==> config.mk <==
export PLATFORM = sky130hd
export DESIGN_NAME = mem_view_scanner_flat
export DESIGN_NICKNAME = d
export VERILOG_FILES = /design/src/rtl/mem_view_pkg.sv /design/src/rtl/mem_view_scanner_if.sv /design/src/rtl/hex_to_seg7.sv /design/src/rtl/mem_view_scanner.sv /design/src/flat_wrapper.sv
export SDC_FILE = /design/constraint.sdc
export NUM_CORES = 1
export LEC_CHECK = 0
export ABC_AREA = 1
export ABC_CLOCK_PERIOD_IN_PS = 4500
export CORE_ASPECT_RATIO = 0.6
export CORE_MARGIN = 2
export CORE_UTILIZATION = 40
export DETAILED_ROUTE_END_ITERATION = 8
export PLACE_DENSITY = 0.82
export SLEW_MARGIN = 20
export SYNTH_ARGS = -nofsm -noshare
export SYNTH_HDL_FRONTEND = slang
export SYNTH_SLANG_ARGS = --single-unit
==> constraint.sdc <==
create_clock -name clk -period 4.5 [get_ports clk]
set_input_delay 0.45 -clock clk [delete_from_list [all_inputs] [get_ports clk]]
set_output_delay 0.45 -clock clk [all_outputs]
set_load 0.01 [all_outputs]
==> src/rtl/mem_view_pkg.sv <==
// Shared types and constants for the memory view scanner.
package mem_view_pkg;

  // Fetch sequencer states
  typedef enum logic [1:0] {
    IDLE    = 2'd0,
    FETCH   = 2'd1,
    CAPTURE = 2'd2
  } state_t;

  // Number of hex digits on the display
  localparam int NUM_DIGITS = 8;

  // Active-low segment patterns {g,f,e,d,c,b,a} for nibbles 0..F
  localparam logic [6:0] HEX7 [16] = '{
    7'h40, 7'h79, 7'h24, 7'h30, 7'h19, 7'h12, 7'h02, 7'h78,
    7'h00, 7'h10, 7'h08, 7'h03, 7'h46, 7'h21, 7'h06, 7'h0E
  };

endpackage

==> src/rtl/mem_view_scanner_if.sv <==
// Memory read bus between the scanner and the instruction/data memories.
//
// Handshake: mem_rd_en is a one-cycle strobe with no back-pressure (there is
// no ready). mem_addr is stable for the whole cycle mem_rd_en=1, and the
// memory must present mem_rdata exactly one cycle after the strobe.
interface mem_view_scanner_if #(
  parameter int ADDR_W = 5,
  parameter int DATA_W = 32
);
  logic [ADDR_W-1:0] mem_addr;
  logic              mem_rd_en;
  logic [DATA_W-1:0] mem_rdata;

  modport master (output mem_addr, output mem_rd_en, input mem_rdata);
  modport slave  (input mem_addr, input mem_rd_en, output mem_rdata);
endinterface

==> src/rtl/hex_to_seg7.sv <==
// Nibble to active-low 7-segment pattern lookup.
module hex_to_seg7
  import mem_view_pkg::*;
(
  input  logic [3:0] nibble,
  output logic [6:0] seg
);

  // Pure table lookup; the caller registers the result
  always_comb begin
    seg = HEX7[nibble];
  end

endmodule

==> src/rtl/mem_view_scanner.sv <==
// Steps an address through memory, fetches the word there and scans it out
// as 8 hex digits on a multiplexed 7-segment display.
module mem_view_scanner
  import mem_view_pkg::*;
#(
  parameter int ADDR_W   = 5,
  parameter int DATA_W   = 32,
  parameter int STEP_BIT = 26,
  parameter int SCAN_BIT = 16
) (
  input  logic                clk,
  input  logic                reset,
  input  logic [31:0]         cntr,
  input  logic                hold,
  input  logic                mem_sel,
  mem_view_scanner_if.master  bus,
  output logic [ADDR_W-1:0]   cur_addr,
  output logic [7:0]          an,
  output logic [6:0]          seg,
  output logic                dp,
  output state_t              dbg_state
);

  logic              prev_step;
  logic              prev_scan;
  logic              sel_q;
  logic              pending;
  state_t            state;
  logic [ADDR_W-1:0] mem_addr_q;
  logic              rd_en_q;
  logic [DATA_W-1:0] shown;
  logic [2:0]        digit;
  logic [3:0]        nibble;
  logic [6:0]        seg_next;

  // Only two bits of the time base matter here
  logic unused_cntr;
  assign unused_cntr = ^cntr;

  logic step_tick;
  logic scan_tick;
  logic sel_change;
  logic refetch_ev;

  assign step_tick  = cntr[STEP_BIT] & ~prev_step;
  assign scan_tick  = cntr[SCAN_BIT] & ~prev_scan;
  assign sel_change = mem_sel ^ sel_q;
  assign refetch_ev = (step_tick & ~hold) | sel_change;

  assign bus.mem_addr  = mem_addr_q;
  assign bus.mem_rd_en = rd_en_q;
  assign dbg_state     = state;

  // Rising-edge detectors on the time base and mem_sel change tracking;
  // sel_q follows mem_sel during reset so reset never looks like a change
  always_ff @(posedge clk) begin
    if (reset) begin
      prev_step <= 1'b0;
      prev_scan <= 1'b0;
      sel_q     <= mem_sel;
    end else begin
      prev_step <= cntr[STEP_BIT];
      prev_scan <= cntr[SCAN_BIT];
      sel_q     <= mem_sel;
    end
  end

  // Address counter; wraps naturally at 2**ADDR_W
  always_ff @(posedge clk) begin
    if (reset) begin
      cur_addr <= '0;
    end else if (step_tick && !hold) begin
      cur_addr <= cur_addr + 1'b1;
    end
  end

  // Fetch sequencer: any events while busy collapse into a single pending
  // refetch of whatever cur_addr is when the sequencer next returns to IDLE
  always_ff @(posedge clk) begin
    if (reset) begin
      state      <= IDLE;
      rd_en_q    <= 1'b0;
      mem_addr_q <= '0;
      shown      <= '0;
      pending    <= 1'b1;
    end else begin
      case (state)
        IDLE: begin
          if (pending) begin
            state      <= FETCH;
            rd_en_q    <= 1'b1;
            mem_addr_q <= cur_addr;
            pending    <= 1'b0;
          end
        end
        FETCH: begin
          rd_en_q <= 1'b0;
          state   <= CAPTURE;
        end
        CAPTURE: begin
          shown <= bus.mem_rdata;
          state <= IDLE;
        end
        default: begin
          rd_en_q <= 1'b0;
          state   <= IDLE;
        end
      endcase
      // A new event wins over the clear issued on the IDLE->FETCH edge
      if (refetch_ev) begin
        pending <= 1'b1;
      end
    end
  end

  // Nibble of the shown word for the current digit
  always_comb begin
    nibble = shown[{digit, 2'b00} +: 4];
  end

  hex_to_seg7 u_hex_to_seg7 (
    .nibble (nibble),
    .seg    (seg_next)
  );

  // Digit scan and registered display drive
  always_ff @(posedge clk) begin
    if (reset) begin
      digit <= '0;
      an    <= 8'hFE;
      seg   <= 7'b1000000;
      dp    <= 1'b1;
    end else begin
      if (scan_tick) begin
        digit <= digit + 1'b1;
      end
      an  <= ~(8'd1 << digit);
      seg <= seg_next;
      dp  <= ~((digit == 3'd7) && mem_sel);
    end
  end

endmodule

==> src/flat_wrapper.sv <==
// flat-port wrapper written by rule: the top's interface ports become plain ports
module mem_view_scanner_flat import mem_view_pkg::*;
#(
  parameter int ADDR_W   = 5,
  parameter int DATA_W   = 32,
  parameter int STEP_BIT = 26,
  parameter int SCAN_BIT = 16
)
  (clk, reset, cntr, hold, mem_sel, cur_addr, an, seg, dp, dbg_state, bus_mem_addr, bus_mem_rd_en, bus_mem_rdata);
  mem_view_scanner_if #(.ADDR_W(ADDR_W), .DATA_W(DATA_W)) bus_i ();
  input  logic clk;
  input  logic reset;
  input  logic [31:0] cntr;
  input  logic hold;
  input  logic mem_sel;
  output logic [ADDR_W-1:0] cur_addr;
  output logic [7:0] an;
  output logic [6:0] seg;
  output logic dp;
  output state_t dbg_state;
  output wire logic [$bits(bus_i.mem_addr)-1:0] bus_mem_addr;
  output wire logic [$bits(bus_i.mem_rd_en)-1:0] bus_mem_rd_en;
  input wire logic [$bits(bus_i.mem_rdata)-1:0] bus_mem_rdata;
  assign bus_mem_addr = bus_i.mem_addr;
  assign bus_mem_rd_en = bus_i.mem_rd_en;
  assign bus_i.mem_rdata = bus_mem_rdata;
  mem_view_scanner #(.ADDR_W(ADDR_W), .DATA_W(DATA_W), .STEP_BIT(STEP_BIT), .SCAN_BIT(SCAN_BIT)) u_core (.clk(clk), .reset(reset), .cntr(cntr), .hold(hold), .mem_sel(mem_sel), .bus(bus_i), .cur_addr(cur_addr), .an(an), .seg(seg), .dp(dp), .dbg_state(dbg_state));
endmodule
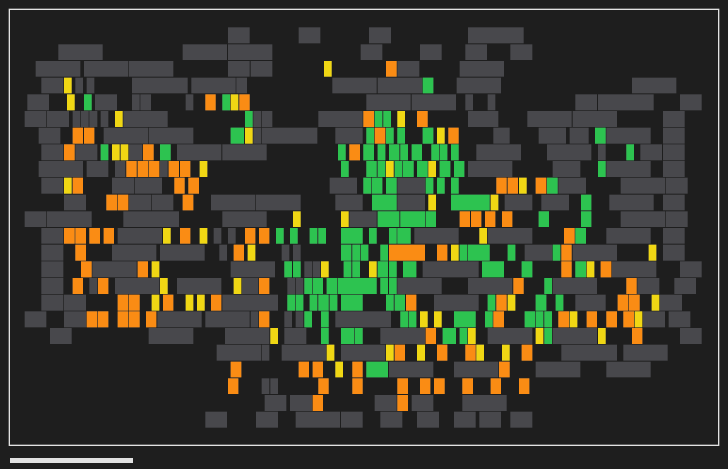
gates.png
Bar = 20 microns.
Key: inv cells = yellow [cells 50]; aoi and oai cells = orange [cells 93]; nand cells = green [cells 109, where center]
logic share of the area: 0.334
most used logic cell in the final layout: dfxtp_1
final cell count without fillers: 552

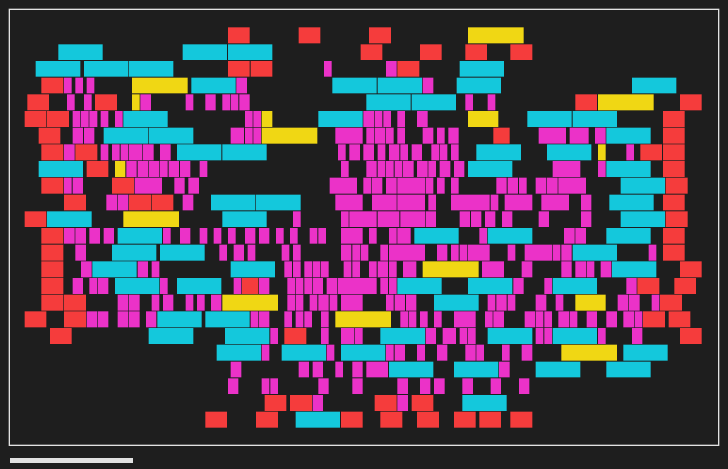
class_map.png
Bar = 20 microns.
Key: remaining buffers and delay cells = red [cells 68]; clock drivers and dummy loads = yellow [cells 15]; registers = cyan [cells 68]; remaining logic cells = magenta [cells 297]

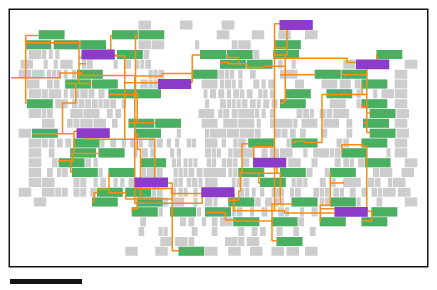
clock_wires.png
Bar = 20 microns.
Key: clock wires = orange [length 903 microns]; clock-net drivers = purple [count 9]; flip-flops = green [count 68]
Position of the flops: widely spread. There are 10 routed clock nets.
Clk pwr share: 0.389
Clock Power: 0.637 mW
Setup Skew: 4.19 ps

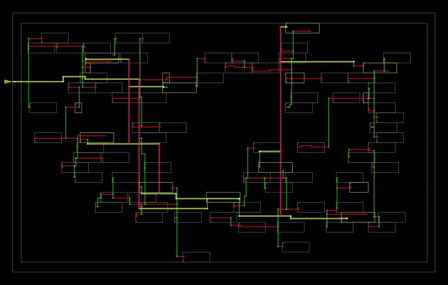
clock_nets.png
# clk buffers: 13
Sink Count: 68
clock latency on the worst-skew pair: 330 ps

==> results_slide.txt <==
Synthesis and Place & Route Summary

Routing
  – Via density per instance: 4.85
  – WL per Instance: 12.7 microns
  – Post-route ant nets: 0

Synthesis
  – Ys cells: 384
  – Yosys stat area: 0.00297 sq mm
  – Synth flops: 68
  – Avg Inst Size Synth: 7.74 sq um
  – Synth cell types: 21

Floorplanning
  – Die x size: 115 microns
  – Core region area: 0.00724 sq mm

Setup path
  – CP Launch Type: flop
  – Cell mode on critical path: nand2_1
  – FF-to-FF End: u_core.seg[5]
  – R2R Setup Slk: 1990 ps

Clock network
  – Num CTS Buffers: 9
  – Clock H-tree levels: 3
  – Worst-path clk slew: 50 ps
  – Hold Buf Count CTS: 0
  – CTS resizes: 0
  – # Post-CTS Setup Buffers: 0

Power and ir drop
  – VDD IR max: 0.000229 V

Placement
  – Gpl congestion: 0.864
  – Pre-CTS setup slack: 1970 ps

Global routing
  – Number of global-route vias before repair: 2587
  – GR peak layer: met2
  – M2 GR Usage: 0.295
  – Pin count of the biggest net entering global routing: 61

Timing
  – Part of the cycle the worst path needs: 0.557
  – Setup TNS: 0 ps
  – Max-slew violations: 0
  – PnR worst setup slack: 1990 ps
  – RSZ-0062 raised after global routing: no
  – Final tally of setup violations: 0

Status
  – Status: complete, no violations

Cells and area
  – Final net count: 525
-- power by group --
group          switching (mW)  total, mW  internal, mW
Combinational           0.175      0.315         0.140
Clock                   0.240      0.637         0.397
Sequential             0.0294      0.684         0.655
-- per-layer routing --
layer	up-vias	routed length [microns]
met3	11	550
li1	1351	-
met4	0	123
met5	-	0
met1	1241	3300
met2	75	3030
-- stage by stage --
stage	instance area [sq um]	std cells	hold slack (ps)	power [mW]	util
finish	3940	552	452	1.64	0.544
CTS	3940	552	454	1.65	0.544
global route	3940	552	463	1.73	0.544
floorplan	2970	384	429	0.888	-
detailed placement	3670	537	446	1.01	0.507
global placement	3670	537	438	0.996	0.507
-- Yosys cell counts, drive strengths merged --
master	number	area share
nor2	28	0.035
buf	6	0.020
clkbuf	13	0.016
nand2	69	0.096
nand3	39	0.086
ha	13	0.055
and3	1	0.0021
dfxtp	68	0.46
nor3	2	0.0034
xnor2	1	0.0029
inv	50	0.063
o21ai	46	0.081
nand4	1	0.0021
a21oi	47	0.079
-- state kept, by name (all words and copies together) (netlist names), 2 cells and up --
name and flops:
u_core.shown 32, u_core.cur_addr 5, u_core.bus.mem_addr 5, u_core.digit 3, u_core.dbg_state 2, u_core.an 8
u_core.seg 7
-- kinds of logic after synthesis --
group	synth area share
simple gates	0.224
xor+xnor	0.00295
flops	0.458
buf+inv	0.0997
compound gates	0.160
fa+ha+maj	0.0547
-- worst max-delay path by stage --
| stage | endpoint | from | cells after the start | slack [ps] |
|---|---|---|---|---|
| after floorplan | u_core.seg[6] | u_core.digit[2] | 11 | 2870 |
| after CTS | u_core.seg[5] | u_core.digit[0] | 11 | 1980 |
| after detailed placement | u_core.shown[2] | reset | 5 | 1970 |
| after global placement | u_core.shown[6] | reset | 5 | 2040 |
| after global routing | u_core.seg[3] | u_core.digit[0] | 11 | 1750 |
| final | u_core.seg[5] | u_core.digit[0] | 11 | 1990 |
-- critical path: cells and delay by family, from the launching register on --
family,cells,cell delay (ps)
compound gates,1,130
fa+ha+maj,1,200
buf+inv,2,460
flops,1,810
simple gates,7,810
-- final cells by class --
| class | count | area (sq um) |
|---|---|---|
| Timing Repair Buffer | 68 | 676 |
| Clock inverter | 2 | 10.0 |
| Inverter | 50 | 188 |
| Multi-Input combinational cell | 247 | 1320 |
| Sequential cell | 68 | 1360 |
| Tap cell | 104 | 130 |
| Fill cell | 698 | 3300 |
| Clock buffer | 13 | 260 |
Power and IR drop assume default switching activity.
